**config.mk**
```make
export PLATFORM = sky130hd
export DESIGN_NAME = mult_accumulate
export DESIGN_NICKNAME = d
export VERILOG_FILES = /design/src/rtl/mult_accumulate.sv
export SDC_FILE = /design/constraint.sdc
export NUM_CORES = 1
export LEC_CHECK = 0
export ABC_CLOCK_PERIOD_IN_PS = 11900
export CAP_MARGIN = 0
export CORE_MARGIN = 3
export CORE_UTILIZATION = 42
export CTS_CLUSTER_DIAMETER = 30
export DETAILED_ROUTE_END_ITERATION = 12
export GPL_TIMING_DRIVEN = 0
export HOLD_SLACK_MARGIN = 0.06
export PLACE_DENSITY = 0.75
export SYNTH_ARGS = -nofsm -noshare
export SYNTH_HDL_FRONTEND = slang
export SYNTH_SLANG_ARGS = --single-unit
```
**constraint.sdc**
```tcl
create_clock -name clk -period 11.9 [get_ports clk]
set_clock_uncertainty 0.2 [all_clocks]
set_input_delay 3.57 -clock clk [delete_from_list [all_inputs] [get_ports clk]]
set_output_delay 3.57 -clock clk [all_outputs]
set_load 0.02 [all_outputs]
```
**src/rtl/mult_accumulate.sv**
```systemverilog
// -----------------------------------------------------------------------------
// mult_accumulate
//
// Accumulation stage placed behind a pipelined multiplier with a fixed
// 2-cycle latency. A run of `len` operand issues is sequenced through the
// issue_valid/issue_ready handshake. A two-stage valid pipe follows each issue
// through the multiplier. Every returning product `y` is added into a wide
// accumulator, and the final sum is offered on a valid/ready result port.
//
// Optional feature (compile-time macro):
//   MACC_SATURATE_EN - defined:   the accumulator clamps to all-ones on carry
//                                 out, and overflow is set.
//                      undefined: the accumulator wraps modulo 2^ACCW, and
//                                 overflow is still set.
//
// Parameters:
//   WIDTH  multiplier operand width (y is 2*WIDTH bits)
//   ACCW   accumulator width, ACCW >= 2*WIDTH
//   LEN_W  width of the run-length field
//
// Ports:
//   clk          in   clock, rising edge
//   rst          in   synchronous active-high reset
//   start        in   begin a run (sampled only in IDLE)
//   len          in   number of products in the run (sampled with start)
//   issue_valid  in   source drives a valid a/b pair to the multiplier
//   issue_ready  out  block accepts an issue this cycle (high only in RUN)
//   y            in   multiplier product
//   acc_out      out  accumulated sum
//   out_valid    out  acc_out is final
//   out_ready    in   consumer accepts the result
//   busy         out  state != IDLE
//   overflow     out  sticky: the sum exceeded ACCW bits during this run
// -----------------------------------------------------------------------------
module mult_accumulate #(
    parameter int WIDTH = 32,
    parameter int ACCW  = 72,
    parameter int LEN_W = 8
) (
    input  logic               clk,
    input  logic               rst,
    input  logic               start,
    input  logic [LEN_W-1:0]   len,
    input  logic               issue_valid,
    output logic               issue_ready,
    input  logic [2*WIDTH-1:0] y,
    output logic [ACCW-1:0]    acc_out,
    output logic               out_valid,
    input  logic               out_ready,
    output logic               busy,
    output logic               overflow
);

    typedef enum logic [1:0] {
        IDLE  = 2'd0,
        RUN   = 2'd1,
        DRAIN = 2'd2,
        DONE  = 2'd3
    } state_t;

    localparam logic [LEN_W-1:0] CNT_ZERO = {LEN_W{1'b0}};
    localparam logic [LEN_W-1:0] CNT_ONE  = {{(LEN_W-1){1'b0}}, 1'b1};

    state_t            state_r;
    logic [LEN_W-1:0]  issue_cnt_r;
    logic [1:0]        vp_r;
    logic [ACCW-1:0]   acc_r;
    logic              overflow_r;
    logic              issue_ready_r;
    logic              out_valid_r;
    logic              busy_r;

    logic              fire_s;
    logic [ACCW:0]     sum_s;
    logic [ACCW-1:0]   acc_next_s;

    // Issue handshake and one-bit-wider accumulator sum.
    always_comb begin
        fire_s = 1'b0;
        sum_s  = {(ACCW+1){1'b0}};
        // issue_ready_r is high only in RUN, so issue_valid is ignored elsewhere.
        fire_s = issue_valid && issue_ready_r;
        sum_s  = {1'b0, acc_r} + {{(ACCW+1-2*WIDTH){1'b0}}, y};
    end

    // Next accumulator value: clamp or wrap on carry out of bit ACCW-1.
    always_comb begin
        acc_next_s = {ACCW{1'b0}};
`ifdef MACC_SATURATE_EN
        // Once at all-ones, any further nonzero product carries again, so the
        // clamp holds for the rest of the run without an extra flag.
        if (sum_s[ACCW]) begin
            acc_next_s = {ACCW{1'b1}};
        end else begin
            acc_next_s = sum_s[ACCW-1:0];
        end
`else
        acc_next_s = sum_s[ACCW-1:0];
`endif
    end

    // Run sequencer, valid pipe, accumulator and registered outputs.
    always_ff @(posedge clk) begin
        if (rst) begin
            state_r       <= IDLE;
            issue_cnt_r   <= CNT_ZERO;
            vp_r          <= 2'b00;
            acc_r         <= {ACCW{1'b0}};
            overflow_r    <= 1'b0;
            issue_ready_r <= 1'b0;
            out_valid_r   <= 1'b0;
            busy_r        <= 1'b0;
        end else begin
            vp_r <= {vp_r[0], fire_s};

            // vp_r[1] marks the cycle in which y holds the product of a fired issue.
            if (vp_r[1]) begin
                acc_r <= acc_next_s;
                if (sum_s[ACCW]) begin
                    overflow_r <= 1'b1;
                end
            end

            case (state_r)
                IDLE: begin
                    if (start) begin
                        issue_cnt_r <= len;
                        acc_r       <= {ACCW{1'b0}};
                        overflow_r  <= 1'b0;
                        busy_r      <= 1'b1;
                        if (len == CNT_ZERO) begin
                            state_r     <= DONE;
                            out_valid_r <= 1'b1;
                        end else begin
                            state_r       <= RUN;
                            issue_ready_r <= 1'b1;
                        end
                    end
                end
                RUN: begin
                    if (fire_s) begin
                        issue_cnt_r <= issue_cnt_r - CNT_ONE;
                        if (issue_cnt_r == CNT_ONE) begin
                            state_r       <= DRAIN;
                            issue_ready_r <= 1'b0;
                        end
                    end
                end
                DRAIN: begin
                    // With vp_r[0] clear, the only product still pending is the
                    // one vp_r[1] adds on this edge. Leaving now enters DONE on
                    // the edge of the last accumulation.
                    if (!vp_r[0]) begin
                        state_r     <= DONE;
                        out_valid_r <= 1'b1;
                    end
                end
                DONE: begin
                    if (out_ready) begin
                        state_r     <= IDLE;
                        out_valid_r <= 1'b0;
                        busy_r      <= 1'b0;
                    end
                end
                default: begin
                    state_r       <= IDLE;
                    issue_ready_r <= 1'b0;
                    out_valid_r   <= 1'b0;
                    busy_r        <= 1'b0;
                end
            endcase
        end
    end

    assign issue_ready = issue_ready_r;
    assign acc_out     = acc_r;
    assign out_valid   = out_valid_r;
    assign busy        = busy_r;
    assign overflow    = overflow_r;

endmodule

```
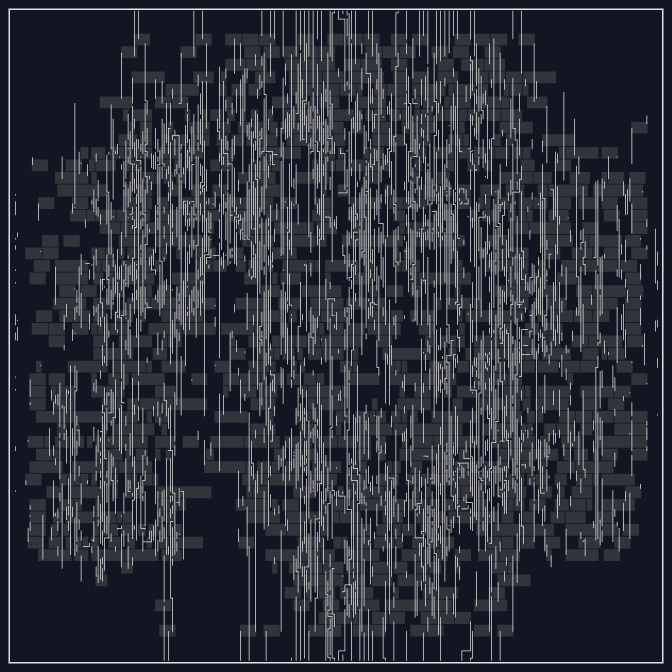
Fig. 1. Metal 2.
main direction = vertical
nets with wire on the layer = 1064

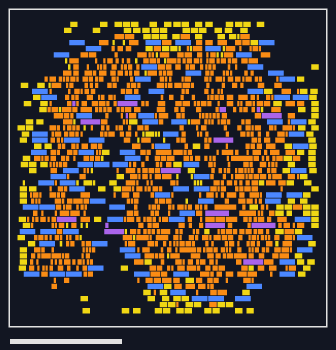
Fig. 2. Placed cells, one color a class.
Bar = 50 µm.
other buffers and delay cells -> yellow  # cells 211
combinational and other logic -> orange  # cells 835
flops -> blue  # cells 88
clock drivers and dummy loads -> purple  # cells 16

==> impl_metrics.ini <==
; implementation run metrics
[sta]
tns_ps = 0
rsz_0062_raised_after_global_routing = no
report.final.slew_viol_count = 0
setup_viol = 0
fin_crit_sh_pct = 59.0
timing.slew.headroom_pct = 37.0
fin_crit_ps = 7020
achievable-frequency_mhz = 142
finalHoldViolations = 0
tightest_slew_ps = 945

[critical_path]
critPathCapture = acc_out[60]
timing.critical_path.from = y[0]
critPathCaptureType = flip-flop
crit_fanout = 4
timing.reg2reg.worst_path_depth = 12
critical-path-max-stage-delay_ps = 540
critical_path_cell_list = clkdlybuf4s50_1 > ha_1 > fa_1 > a211oi_1 > o21bai_2 > nand2_1 > o21ai_0 > a211oi_1 > nor2_1 > a21oi_1 > o31ai_1 > xnor2_1 > o21ai_0
setup.worst_path.start_class = primary input
worst-r2r-setup-slack_ps = 8190
timing.setup.critical_path_class = in -> reg
critPathRequiredTime_ps = 11910
critPathBufInv = 1
worst_r2r_endpoint = acc_out[60]
path_delay_family = AND-OR/OR-AND gates
worstReg2RegStart = acc_out[0]
crit_cells = 13
cp.arrival_ps = 7030
slowest_library_cell_on_the_worst_path = sky130_fd_sc_hd__o21ai_0

[finish]
drive_above_1_share_pct = 5.04
nFillCells = 1657
logic_area_mm2 = 0.00548
ff_latch_area_mm2 = 0.00176
layout.nets = 1294
num_antenna_cells = 0
syn2layout_area_growth_pct = 27.5
fin_area_mm2 = 0.00977

[run]
stage_log_warnings = 31
max_cap_viol_count = 0

[die]
chip_area_mm2 = 0.0199
initial_core_util_pct = 43.5
chipWidth_um = 141
floorplan.core_area_mm2 = 0.0176
std_cell_rows = 48
fp.dieH_um = 141
floorplan.io_pins = 153

[global_routing]
maximum_number_of_pins_on_one_net_before_global_route_repair = 15
vias_in_the_first_global_route = 7717
global_route_wire_length_before_repair_um = 39400
global_route.usage.total_pct = 24.3
antenna_found_initial = 0
aggregate_global_routing_overflow = 0

[yosys]
netlist_area_mm2 = 0.00766
synth.ff_latch_count = 88
number_of_synthesized_flops_with_an_enable_pin = 0
yosysChipArea_mm2 = 0.00766
synthDominantCellAreaShare_pct = 23.0
topCellsByArea = sky130_fd_sc_hd__dfxtp_1 (23%), sky130_fd_sc_hd__ha_1 (12%), sky130_fd_sc_hd__a21oi_1 (5.7%)
netlist.top_cell.by_area = sky130_fd_sc_hd__dfxtp_1
yosys.cell_types.count = 79
yosys_cells = 983
postSynthAreaPerCell_um2 = 7.79
synthTopCellsByCount = sky130_fd_sc_hd__nor2_1 (104), sky130_fd_sc_hd__a21oi_1 (88), sky130_fd_sc_hd__dfxtp_1 (88), sky130_fd_sc_hd__nand2_1 (88), sky130_fd_sc_hd__ha_1 (71)
synth_warnings = 0
postSynth.asyncResetShare_pct = 0
ys.flop_type = sky130_fd_sc_hd__dfxtp_1
synth_top_cell_by_count = sky130_fd_sc_hd__nor2_1
synth_sequential_area_ratio_pct = 23.0
postSynthNetCount = 1132
synth_cells = 983

[clock_network]
post_cts_hold_buffer_count = 0
clock_insertion_delay_worst_skew_ps = 360
cts-resized-gates = 0
clock_tree.htree_level_count = 3
number_of_cts_inserted_buffers = 9
cts_tree = done
clk_pin_slew_ps = 70
root_buffer = sky130_fd_sc_hd__clkbuf_16
max-clock-path-buffers = 2
clock_sink_total = 88
post_cts.repair.setup_buffers = 0

[routing]
vias_per_cell = 5.89
detailroute.via_count = 8101
wl_per_cell_um = 17.6
final_routed_wirelength_um = 24200
dr_iter_0_viols = 649
drt_pass1_iterations = 5
ant_nets = 0
number_of_drc_violations_after_detailed_routing = 0

[worst_hold_path]
holdCritPathClass = reg -> reg

[power_and_ir_drop]
p_leak_nw = 3.96
power_density_mw_per_mm2 = 104
ir_worst_vdd_v = 0.000126

[placement]
gp_congestion = 0.958
dp.final_hpwl_um = 18800
placement.cell_area_mm2 = 0.00945
portBuffers = 151

[run_status]
run_status = completed
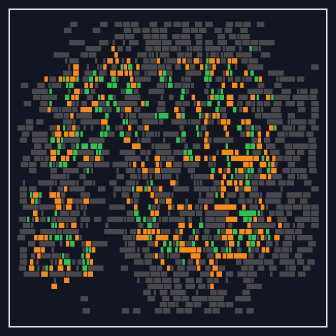
Fig. 3. Gate-type map.
inverting AOI/OAI gates -> orange  # cells 245, most used a21oi_1
NAND gates -> green  # cells 173, most used nand2_1

[how the worst min path moves through the flow]
stage                       start      end  slack (ps)  cells after the start
after floorplan           vp_r[0]  vp_r[1]         240                      1
after global placement    vp_r[0]  vp_r[1]         260                      1
after detailed placement  vp_r[0]  vp_r[1]         260                      1
after CTS                 vp_r[0]  vp_r[1]         270                      1
after global routing      vp_r[0]  vp_r[1]         290                      1
final                     vp_r[0]  vp_r[1]         270                      1
[area by class of cell]
type,count,share of cell area (%)
sequential,88,18.0
inverter,24,0.922
clock inverter,6,0.858
multi-input combinational,811,56.2
buffer,60,3.32
timing repair buffer,151,15.5
clock buffer,10,2.34
tap,225,2.88
[report_power, final]
part	internal [mW]	leakage [nW]	switching, mW	total, mW
clock	0.184	0.156	0.129	0.313
combinational	0.145	3.09	0.218	0.362
sequential	0.320	0.713	0.0223	0.342
total	0.648	3.96	0.369	1.02
[cell usage in the layout, fill, tap and decap left out, drive strengths merged, types with 6 or more instances in the layout]
master,Yosys,layout
nor2,105,105
dfxtp,88,88
clkbuf,40,50
and3,9,9
nand4,37,37
xor2,13,13
nand2,91,91
o31ai,6,6
a31oi,12,12
o21bai,15,15
clkdlybuf4s50,0,151
o21ai,49,49
or3,8,8
nand3,37,37
inv,23,23
a211oi,25,25
o22ai,6,6
nor4,7,7
a221oi,8,8
o21a,9,9
ha,71,71
a21o,40,40
buf,20,20
nor3,24,24
nor2b,6,6
xnor2,37,37
o211ai,10,10
mux2i,37,37
a21oi,89,89
a21boi,7,7
[metal layers]
| layer | vias to the layer above | part of all wire, % | routed length, µm | GRT usage [%] |
|---|---|---|---|---|
| li1 | 3974 | - | - | - |
| met1 | 3723 | 45 | 11000 | 33.1 |
| met2 | 357 | 43 | 10500 | 37.9 |
| met3 | 47 | 8.6 | 2090 | 5.83 |
| met4 | 0 | 2.7 | 662 | 7.70 |
| met5 | - | 0 | 0 | 0 |
[kinds of logic (layout without fill, tap and decap cells)]
family          Yosys count  after routing  synth area share, %
simple gates            340            340                 21.0
compound gates          312            312                 28.2
flops                    88             88                 23.0
buf+inv                  84            251                 5.41
fa+ha+maj                72             72                 11.9
xor+xnor                 50             50                 5.72
mux                      37             37                 4.84
[registers in the layout (all words and copies together), names as in the netlist]
register and count:
out_valid 1, state_r 2, acc_out 72, issue_ready 1
busy 1, overflow 1, issue_cnt_r 8, vp_r 2
[stage by stage]
| stage | hold slack, ps | setup WS [ps] | utilization [%] | power [mW] | instances |
|---|---|---|---|---|---|
| floorplan | 238 | 5540 | - | 0.588 | 983 |
| global placement | 263 | 4640 | 53.7 | 0.702 | 1359 |
| detailed placement | 264 | 4600 | 53.7 | 0.706 | 1359 |
| CTS | 273 | 4970 | 55.5 | 1.02 | 1375 |
| global route | 292 | 4710 | 55.5 | 1.08 | 1375 |
| finish | 274 | 4880 | 55.5 | 1.02 | 1375 |
Power figures rest on the tool's default switching activity, not on a simulated workload.
